[config.mk]
export PLATFORM = sky130hd
export DESIGN_NAME = branch_resolve_unit
export DESIGN_NICKNAME = d
export VERILOG_FILES = /design/src/rtl/branch_resolve_unit.sv
export SDC_FILE = /design/constraint.sdc
export NUM_CORES = 1
export LEC_CHECK = 0
export ABC_AREA = 1
export CAP_MARGIN = 20
export CELL_PAD_IN_SITES_DETAIL_PLACEMENT = 1
export CELL_PAD_IN_SITES_GLOBAL_PLACEMENT = 2
export CORE_ASPECT_RATIO = 1.2
export CORE_MARGIN = 8
export CORE_UTILIZATION = 32
export DETAILED_ROUTE_END_ITERATION = 8
export GPL_TIMING_DRIVEN = 0
export PLACE_DENSITY_LB_ADDON = 0.2
export SYNTH_ARGS = -nofsm -noshare
export SYNTH_HDL_FRONTEND = slang
export SYNTH_SLANG_ARGS = --single-unit
[constraint.sdc]
create_clock -name clk -period 9.1 [get_ports clk]
set_clock_uncertainty 0.15 [all_clocks]
set_input_delay 1.82 -clock clk [delete_from_list [all_inputs] [get_ports clk]]
set_output_delay 1.82 -clock clk [all_outputs]
set_load 0.05 [all_outputs]
[src/rtl/branch_resolve_unit.sv]
// Execute-stage branch/jump resolver with wrong-path squash tracking.
// Optional feature: define BRANCH_STATS_EN to add br_count / br_taken_count.
module branch_resolve_unit #(
    parameter int XLEN         = 32,
    parameter int PC_WORD_ADDR = 1,
    parameter int SQUASH_SLOTS = 2
) (
    input  logic            clk,
    input  logic            rst,
    input  logic [31:0]     instrD,
    input  logic [XLEN-1:0] pcD,
    input  logic [XLEN-1:0] pcplus4D,
    input  logic [XLEN-1:0] rs1D,
    input  logic [XLEN-1:0] rs2D,
    output logic            pcsrcE,
    output logic [XLEN-1:0] pctargetE,
    output logic            validE,
    output logic [XLEN-1:0] linkE,
    output logic [4:0]      rdE,
    output logic            linkwrE,
    output logic            misalignE
`ifdef BRANCH_STATS_EN
    ,
    output logic [31:0]     br_count,
    output logic [31:0]     br_taken_count
`endif
);

    localparam int CW = $clog2(SQUASH_SLOTS + 1);

    localparam logic [6:0] OP_BRANCH = 7'b1100011;
    localparam logic [6:0] OP_JAL    = 7'b1101111;
    localparam logic [6:0] OP_JALR   = 7'b1100111;

    logic [31:0]     instrE;
    logic [XLEN-1:0] pcE, pcplus4E, rs1E, rs2E;
    logic [CW-1:0]   squashCnt;
    logic            outOfReset;

    // NOTE: sequential state uses non-blocking assignments so every flop samples pre-edge values.
    always_ff @(posedge clk or posedge rst) begin
        if (rst) begin
            instrE     <= '0;
            pcE        <= '0;
            pcplus4E   <= '0;
            rs1E       <= '0;
            rs2E       <= '0;
            outOfReset <= 1'b0;
        end else begin
            instrE     <= instrD;
            pcE        <= pcD;
            pcplus4E   <= pcplus4D;
            rs1E       <= rs1D;
            rs2E       <= rs2D;
            outOfReset <= 1'b1;
        end
    end

    logic [6:0]      opcode;
    logic [2:0]      funct3;
    logic            isBranch, isJal, isJalr;
    logic [XLEN-1:0] immB, immJ, immI;
    logic [XLEN-1:0] pcByte, jalrSum, byteTarget;
    logic            cond, taken;

    assign opcode   = instrE[6:0];
    assign funct3   = instrE[14:12];
    assign isBranch = (opcode == OP_BRANCH);
    assign isJal    = (opcode == OP_JAL);
    assign isJalr   = (opcode == OP_JALR);

    assign immB = {{(XLEN-12){instrE[31]}}, instrE[7], instrE[30:25], instrE[11:8], 1'b0};
    assign immJ = {{(XLEN-20){instrE[31]}}, instrE[19:12], instrE[20], instrE[30:21], 1'b0};
    assign immI = {{(XLEN-12){instrE[31]}}, instrE[31:20]};

    assign pcByte  = (PC_WORD_ADDR != 0) ? {pcE[XLEN-3:0], 2'b00} : pcE;
    assign jalrSum = rs1E + immI;

    // NOTE: every always_comb output gets a default first, so no path can infer a latch.
    always_comb begin
        cond = 1'b0;
        if (isBranch) begin
            case (funct3)
                3'b000:  cond = (rs1E == rs2E);
                3'b001:  cond = (rs1E != rs2E);
                3'b100:  cond = ($signed(rs1E) <  $signed(rs2E));
                3'b101:  cond = ($signed(rs1E) >= $signed(rs2E));
                3'b110:  cond = (rs1E <  rs2E);
                3'b111:  cond = (rs1E >= rs2E);
                default: cond = 1'b0;
            endcase
        end else if (isJal || isJalr) begin
            cond = 1'b1;
        end
    end

    always_comb begin
        byteTarget = pcByte + immB;
        if (isJal)
            byteTarget = pcByte + immJ;
        else if (isJalr)
            byteTarget = {jalrSum[XLEN-1:1], 1'b0};
    end

    // Squashed or pre-reset slots are bubbles: they may not redirect, link or flag.
    assign validE    = (squashCnt == '0) && outOfReset;
    assign taken     = validE && cond;
    assign pcsrcE    = taken;
    assign misalignE = taken && (byteTarget[1:0] != 2'b00);
    assign linkE     = pcplus4E;
    assign rdE       = instrE[11:7];
    assign linkwrE   = validE && (isJal || isJalr) && (rdE != 5'd0);

    always_comb begin
        pctargetE = '0;
        if (taken)
            pctargetE = (PC_WORD_ADDR != 0) ? {2'b00, byteTarget[XLEN-1:2]} : byteTarget;
    end

    // Fetch has no flush, so the slots already in F and D arrive here as wrong-path work.
    always_ff @(posedge clk or posedge rst) begin
        if (rst)
            squashCnt <= '0;
        else if (taken)
            squashCnt <= CW'(SQUASH_SLOTS);
        else if (squashCnt != '0)
            squashCnt <= squashCnt - 1'b1;
    end

`ifdef BRANCH_STATS_EN
    always_ff @(posedge clk or posedge rst) begin
        if (rst) begin
            br_count       <= '0;
            br_taken_count <= '0;
        end else begin
            if (validE && (isBranch || isJal || isJalr))
                br_count <= br_count + 32'd1;
            if (taken)
                br_taken_count <= br_taken_count + 32'd1;
        end
    end
`endif

endmodule

==> metrics.csv, run 1 <==
metric,value,unit
Top Consumer,registers,
die outline width,182,microns
setup_tns,0,ps
Power Clock,0.731,mW
total grt overflow,0,
Net Sw Frac,34.5,%
status,completed,
Max Cap Violations,0,
CTS Buf Count,17,
RSZ-0062 raised after global routing,false,
met3 WL,1990,microns
grt met1 use,21.9,%
Top class by area,combinational gates,
core area,0.0328,sq mm
Max Root-Sink Buffers,2,
Critical Path Max Stage Delay,810,ps
synth warn,0,
Post-CTS Setup Bufs,0,
bufs w/o clock,259,
HPWL after detailed placement,33100,microns
Comb area,0.00575,sq mm
"Seq share, synth",38.1,%
final setup margin,2760,ps
maximum vdd drop,143,uV
Top cell area share,38.1,%
critical path's top delay family,buffers and inverters,
Post-Synthesis Cells,1354,
post_cts resized,0,
floorplan utilization,32.2,%
Final Setup Violations,0,
Die Height,215,microns
busiest layer in global routing,met2,
Post-Syn Area per Cell,7.80,sq um
WL met2,20500,microns
max-slew violations,0,
GRT met2 Usage,37.5,%
Complex Gates by Area,18.1,%
row count,73,
Clk pwr share,34.5,%
"top cells, area","dfrtp_1, ha_1, nand2_1",
worst hold margin,377,ps
CTS tree,yes,
Worst Path Required,7130,ps
reg2reg setup slack,6430,ps
worst path arrival time,4370,ps
yosys stat cell total,1354,
Max-slew headroom,41.8,%
most frequent cells after synthesis,"nand2_1, a21oi_1, inv_1",
yosys xor share,2.16,%
n_diodes,0,
M1 WL,15700,microns
number of enable flip-flop cells,0,
DRT iter0 DRCs,331,
RR Endpoint,squashCnt[1]$_DFFE_PP0P_,
Slowest cell on crit path,clkdlybuf4s50_1,
pin count of the biggest net entering global routing,101,
Startpoint Class,flip-flop,
top sig layer,met5,
Levels on crit path,12,
fraction of area in multi-input gates,40.9,%
layout cells sized above 1,6.11,%
worst setup path start,instrE[31]$_DFF_PP0_,
Psw,0.731,mW
final instance area,0.0141,sq mm
Comb power,0.605,mW
PwrDens,151,mW/mm^2
yosys simple share,21.2,%
Leak,6.51,nW
Synth Cell Area,0.0106,sq mm
Worst-Margin Slew,864,ps
sequential power,0.783,mW
DR pass1 iterations,4,
nets@finish,1875,
dpl ws,3170,ps
worst hold endpoint,squashCnt[1]$_DFFE_PP0P_,
## run 1: layout by cell type, fill, tap and decap left out, drive strengths merged, types with 6 or more instances in the layout
| master | instances |
|---|---|
| a21o | 12 |
| o211ai | 6 |
| buf | 22 |
| or2 | 9 |
| o21ai | 113 |
| o21bai | 8 |
| clkinv | 6 |
| inv | 169 |
| nor2 | 139 |
| nand2 | 279 |
| nand4 | 18 |
| a21oi | 171 |
| clkdlybuf4s50 | 230 |
| clkbuf | 25 |
| a31oi | 7 |
| xor2 | 14 |
| ha | 104 |
| nand3 | 62 |
| o21a | 8 |
| nor3 | 14 |
| xnor2 | 12 |
| nor4 | 7 |
| dfrtp | 161 |
## run 1: registers in the layout, summed over array words and instances (netlist names)
signal / count
instrE: 32
linkE: 32
outOfReset: 1
pcE: 30
rs1E: 32
rs2E: 32
squashCnt: 2
Run 1, wiring by layer:
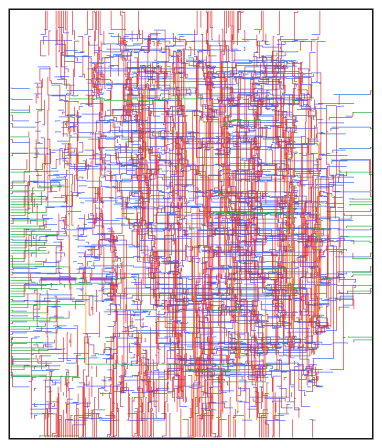
- met3: green (wire length 1990 microns)
- met5: purple (wire length 26.7 microns)
- met2: red (wire length 20.5 mm)
- met1: blue (wire length 15700 microns)
- met4: orange (wire length 1140 microns)

Run 1, M3 wires:
The bar under the picture is 50 microns long.
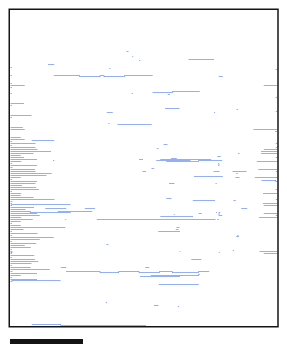
- nets with wire on the layer: 152
- wire length on this layer: 1990 microns

Run 1, cell outlines without signal wires:
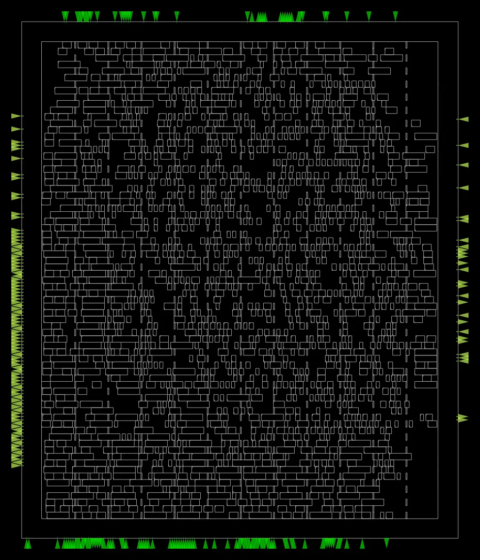
Filler cells: 3956
Flops: 161
post-route insts no fill: 2031
fin util: 42.9%
tapcell count: 412

==> run 2: changes to the inputs <==
CORE_UTILIZATION = 26   (was 32)
clock period = 5.8 ns   (was 9.1 ns; I/O delays follow)
Run 2, wiring by layer:
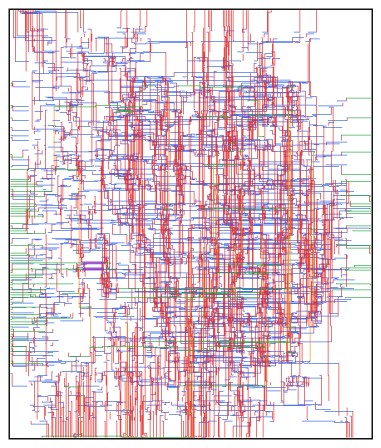
- met1: blue (wire length 16900 microns)
- met3: green (wire length 2060 microns)
- met5: purple (wire length 20.2 microns)
- met2: red (wire length 21.3 mm)
- met4: orange (wire length 1280 microns)

Run 2, M3 wires:
The bar under the picture is 50 microns long.
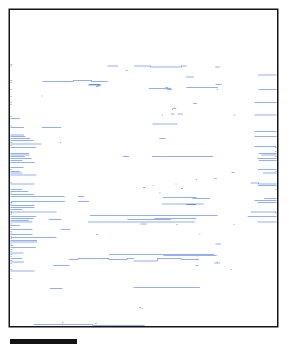
- longest straight run: 95.2 microns
- nets with wire on the layer: 140
- wire length on this layer: 2060 microns
- share of all routed wire: 5.0%
GRT met3 Usage: 3.86%
drt total wl: 41600 microns
vias: 10200

Run 2, routed clock nets over the placement:
The bar under the picture is 50 microns long.
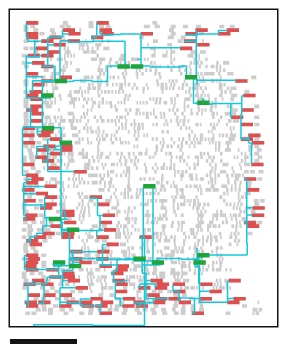
- clock wires: cyan (length 2600 microns)
- cells driving clock nets: green (count 17)
- flip-flops: red (count 161)
- flops lie: widely spread
- routed clock nets: 18

==> metrics.csv, run 2 <==
metric,value,unit,change
status,completed,,
Max Root-Sink Buffers,2,,unchanged
pin count of the biggest net entering global routing,97,,-4.0%
HPWL after detailed placement,35100,microns,+6.1%
Post-Synthesis Cells,1354,,unchanged
RSZ-0062 raised after global routing,false,,
yosys xor share,2.16,%,unchanged
fin util,35.1,%,-7.8 points
Startpoint Class,flip-flop,,
"Power, Total",3.29,mW,
"top cells, area","dfrtp_1, ha_1, nand2_1",,
max-slew violations,0,,unchanged
busiest layer in global routing,met2,,
synth warn,0,,unchanged
Top cell area share,38.1,%,unchanged
Final Setup Violations,0,,unchanged
number of enable flip-flop cells,0,,unchanged
DIE AREA,0.0474,sq mm,
total grt overflow,0,,unchanged
worst hold margin,376,ps,-0.897 ps
Critical Path Max Stage Delay,810,ps,about the same
core area,0.0404,sq mm,+23%
CTS Buf Count,17,,unchanged
die outline width,200,microns,+10%
layout cells sized above 1,6.11,%,unchanged
critical path buffer and inverter count,3,,
Achievable Freq,180,MHz,
met3 WL,2060,microns,+3.7%
Post-CTS Setup Bufs,0,,unchanged
Post-Syn Area per Cell,7.80,sq um,unchanged
most numerous logic cell after layout,nand2_1,,
Area Overhead vs Synth,34.4,%,
Synth Cell Area,0.0106,sq mm,unchanged
CP Max Fanout,31,,
critical path cell sequence,buf_12 > ha_1 > clkbuf_2 > nand2_1 > nor4_1 > nand4_1 > nand3_1 > nor2_1 > o21ai_0 > nand2_1 > nor2_1 > clkdlybuf4s50_1,,
vias in the first global route,11200,,
yosys stat cell total,1354,,unchanged
cts hold-fix bufs,0,,
worst hold endpoint,squashCnt[1]$_DFFE_PP0P_,,
Die Height,237,microns,+10%
maximum vdd drop,215,uV,+51%
post_cts resized,1,,+1
final instance area,0.0142,sq mm,+0.98%
CTS tree,yes,,
RR Endpoint,squashCnt[1]$_DFFE_PP0P_,,
worst path arrival time,4230,ps,-140 ps
GRT met2 Usage,31.9,%,-5.6 points
number of warnings in the stage logs,28,,
critical path's top delay family,simple AND/OR/NAND/NOR gates,,
Complex Gates by Area,18.1,%,unchanged
YS chip area,0.0106,sq mm,
clk ins delay skew pair,460,ps,
final setup margin,259,ps,-2500 ps
most common cell in the netlist,nand2_1,,
top sig layer,met5,,
Yosys cell types,47,,
Filler cells,4801,,+21%
row count,81,,+11%
DRT iter0 DRCs,284,,-14%
Worst Path Required,4490,ps,-2640 ps
grt met1 use,20.7,%,-1.2 points
Vias/cell,4.70,,
Slowest cell on crit path,clkdlybuf4s50_1,,
M1 WL,16900,microns,+7.7%
post-route insts no fill,2159,,+6.3%
Max Cap Violations,0,,unchanged
"antenna viol nets, final",0,,
reg2reg setup slack,3110,ps,-3320 ps
Worst-Margin Slew,795,ps,-69.0 ps
Leak,6.55,nW,+0.60%
floorplan utilization,26.1,%,-6.1 points
"Seq share, synth",38.1,%,unchanged
Synth Flop Type,dfrtp_1,,
most frequent cells after synthesis,"nand2_1, a21oi_1, inv_1",,
setup_tns,0,ps,unchanged
Levels on crit path,12,,unchanged
dpl cell area,0.0136,sq mm,
Max-slew headroom,47.0,%,+5.2 points
DR pass1 iterations,4,,unchanged
nets@finish,1875,,unchanged
worst setup path start,instrE[31]$_DFF_PP0_,,
PwrDens,232,mW/mm^2,+54%
Top cells excl fill/tap,"nand2_1, clkdlybuf4s50_1, a21oi_1, inv_1, dfrtp_1",,
dpl ws,512,ps,-2660 ps
WL met2,21300,microns,+3.9%
yosys simple share,21.2,%,unchanged
-- run 2: cell counts after synthesis --
No cell type changed its count.
-- run 2: layout make-up --
| type | instances | area (sq um) | area share, % |
|---|---|---|---|
| clock buffers | 19 | 433 | 3.05 |
| well taps | 539 | 674 | 4.75 |
| inverters | 163 | 619 | 4.36 |
| multi-input cells | 1004 | 5760 | 40.6 |
| diodes | 1 | 2.50 | 0.0176 |
| clock inverters | 13 | 139 | 0.979 |
| repair buffers | 232 | 2360 | 16.6 |
| flip-flops and latches | 161 | 4030 | 28.4 |
| plain buffers | 27 | 173 | 1.22 |
-- run 2: where the power goes --
group | leakage [nW] | switching, mW | internal (mW)
sequential | 1.88 | 0.0428 | 1.19
combinational | 4.39 | 0.583 | 0.368
clock | 0.280 | 0.537 | 0.572
total | 6.55 | 1.16 | 2.13
==> run 3: changes to the inputs <==
GPL_ROUTABILITY_DRIVEN = 1   (was not set)
SLEW_MARGIN = 25   (was not set)
Run 3, cell outlines without signal wires:
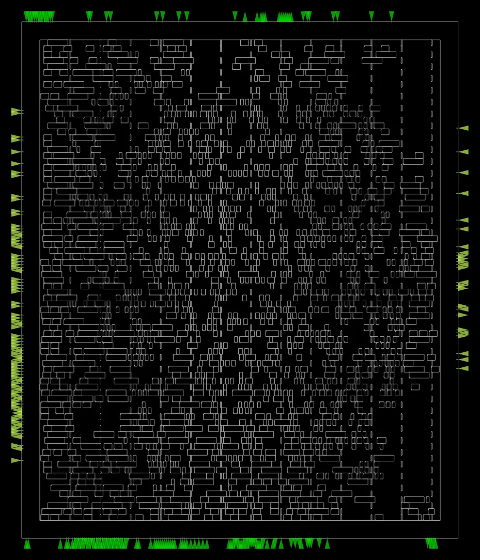
core area: 0.0404 sq mm
post-route insts no fill: 2159
Filler cells: 4803
fin util: 35.2%
tapcell count: 539

Run 3, wiring by layer:
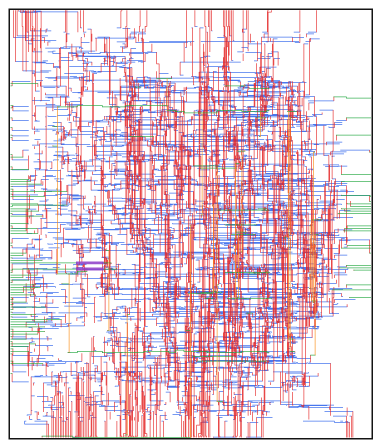
- met5: purple (wire length 27.6 microns)
- met4: orange (wire length 1260 microns)
- met2: red (wire length 21.2 mm)
- met1: blue (wire length 17300 microns)
- met3: green (wire length 1750 microns)

Run 3, layout detail:
Window x 80 to 120, y 51 to 91 microns. Cells in gray, sequential cells in the stronger gray; small squares are vias.
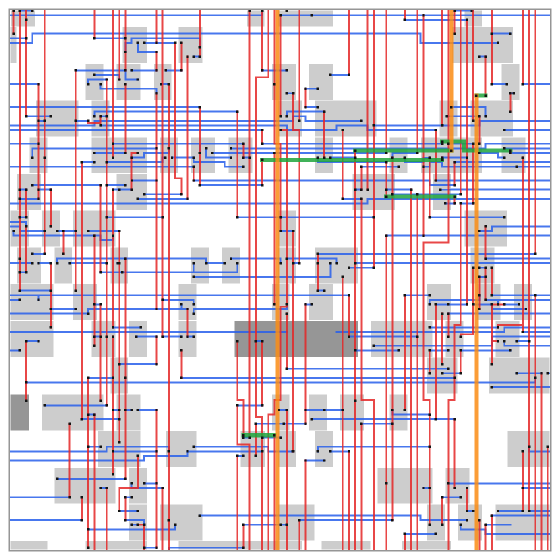
- met4: orange
- met2: red
- met1: blue
- met3: green
- sequential cells in the window: 1
- netlist names of flops here include: pcE (1)
- most frequent: a21oi_1 (11), nand2_1 (11)
- cells with their middle in the window: 82

==> metrics.csv, run 3 <==
metric,value,unit,change
multi-input gates,1004,,unchanged
drt total wl,41600,microns,-0.14%
Psw,1.15,mW,-1.2%
YS chip area,0.0106,sq mm,unchanged
Max-slew headroom,45.4,%,-1.6 points
bufs w/o clock,260,,+0.39%
critical path's top delay family,simple AND/OR/NAND/NOR gates,,
Top class by area,combinational gates,,
nets@finish,1876,,+0.053%
Startpoint Class,flip-flop,,
Synth Flop Type,dfrtp_1,,
most numerous logic cell after layout,nand2_1,,
Non-clock inverters,163,,unchanged
GRT met3 Usage,3.78,%,-0.085 points
ClkCell Share,4.03,%,about the same
Die Height,237,microns,unchanged
Vias/cell,4.69,,-0.31%
RR Endpoint,squashCnt[1]$_DFFE_PP0P_,,
Power Clock,1.13,mW,about the same
critical path cell sequence,buf_12 > ha_1 > clkbuf_2 > nand2_1 > nor4_1 > nand4_1 > nand3_1 > nor2_1 > o21ai_0 > nand2_1 > nor2_1 > clkdlybuf4s50_1,,
Post-CTS Setup Bufs,0,,unchanged
final setup margin,270,ps,+10.4 ps
reg2reg setup slack,3080,ps,-30 ps
met3 WL,1750,microns,-15%
maximum vdd drop,222,uV,+3.3%
Final Setup Violations,0,,unchanged
Worst-Margin Slew,819,ps,+24.0 ps
M1 WL,17300,microns,+2.1%
max-slew violations,0,,unchanged
RSZ-0062 raised after global routing,false,,
synth warn,0,,unchanged
worst setup path start,instrE[31]$_DFF_PP0_,,
yosys simple share,21.2,%,unchanged
clk_buf instances,18,,-1
Top cell area share,38.1,%,unchanged
non-clk buf share,18.0,%,+0.16 points
DRT iter0 DRCs,356,,+25%
PwrDens,233,mW/mm^2,+0.43%
row count,81,,unchanged
Clk pwr share,34.0,%,+0.3 points
die outline width,200,microns,unchanged
"antenna viol nets, final",0,,unchanged
Levels on crit path,12,,unchanged
Achievable Freq,181,MHz,+0.19%
busiest layer in global routing,met2,,
sequential fraction of total cell area,28.3,%,-0.058 points
critical path buffer and inverter count,3,,unchanged
HPWL after detailed placement,35300,microns,+0.47%
Post-Synthesis Cells,1354,,unchanged
"top cells, area","dfrtp_1, ha_1, nand2_1",,
status,completed,,
clk ins delay skew pair,460,ps,about the same
sequential power,1.23,mW,about the same
vias in the first global route,11200,,+0.51%
total grt overflow,0,,unchanged
yosys stat cell total,1354,,unchanged
P_int,2.16,mW,+1.7%
number of warnings in the stage logs,28,,unchanged
DR pass1 iterations,6,,+2
CTS Buf Count,17,,unchanged
worst hold endpoint,squashCnt[1]$_DFFE_PP0P_,,
pin count of the biggest net entering global routing,66,,-32%
sequential power share,37.1,%,-0.3 points
GRT met2 Usage,31.9,%,about the same
Leak,6.56,nW,+0.14%
Complex Gates by Area,18.1,%,unchanged
Net Sw Frac,34.7,%,-0.66 points
Worst Path Required,4490,ps,about the same
Yosys cell types,47,,unchanged
dpl ws,517,ps,+5.30 ps
Synth Cell Area,0.0106,sq mm,unchanged
worst path arrival time,4220,ps,about the same
n_diodes,1,,unchanged
CTS tree,yes,,
Max Cap Violations,0,,unchanged
layout cells sized above 1,6.18,%,+0.062 points
Slowest cell on crit path,clkdlybuf4s50_1,,
number of enable flip-flop cells,0,,unchanged
Flops,161,,unchanged
register area,0.00403,sq mm,unchanged
[run 3: cell types whose count changed in the layout (fill, tap and decap cells not counted), sizes merged]
cell	change
clkinv	-4
clkinvlp	+2
buf	+1
bufinv	+1
clkbuf	-1
inv	+1
[run 3: per-stage QoR]
step | util (%) | power [mW] | cell area, sq um | hold WS (ps) | TNS (ps)
floorplan | - | 1.84 | 10600 | 328 | 0
global placement | 33.5 | 2.19 | 13500 | 345 | -361510
finish | 35.2 | 3.31 | 14200 | 376 | 0
detailed placement | 33.7 | 2.21 | 13600 | 360 | 0
CTS | 35.1 | 3.38 | 14200 | 380 | 0
global route | 35.2 | 3.52 | 14200 | 410 | 0
Power and IR drop assume default switching activity.
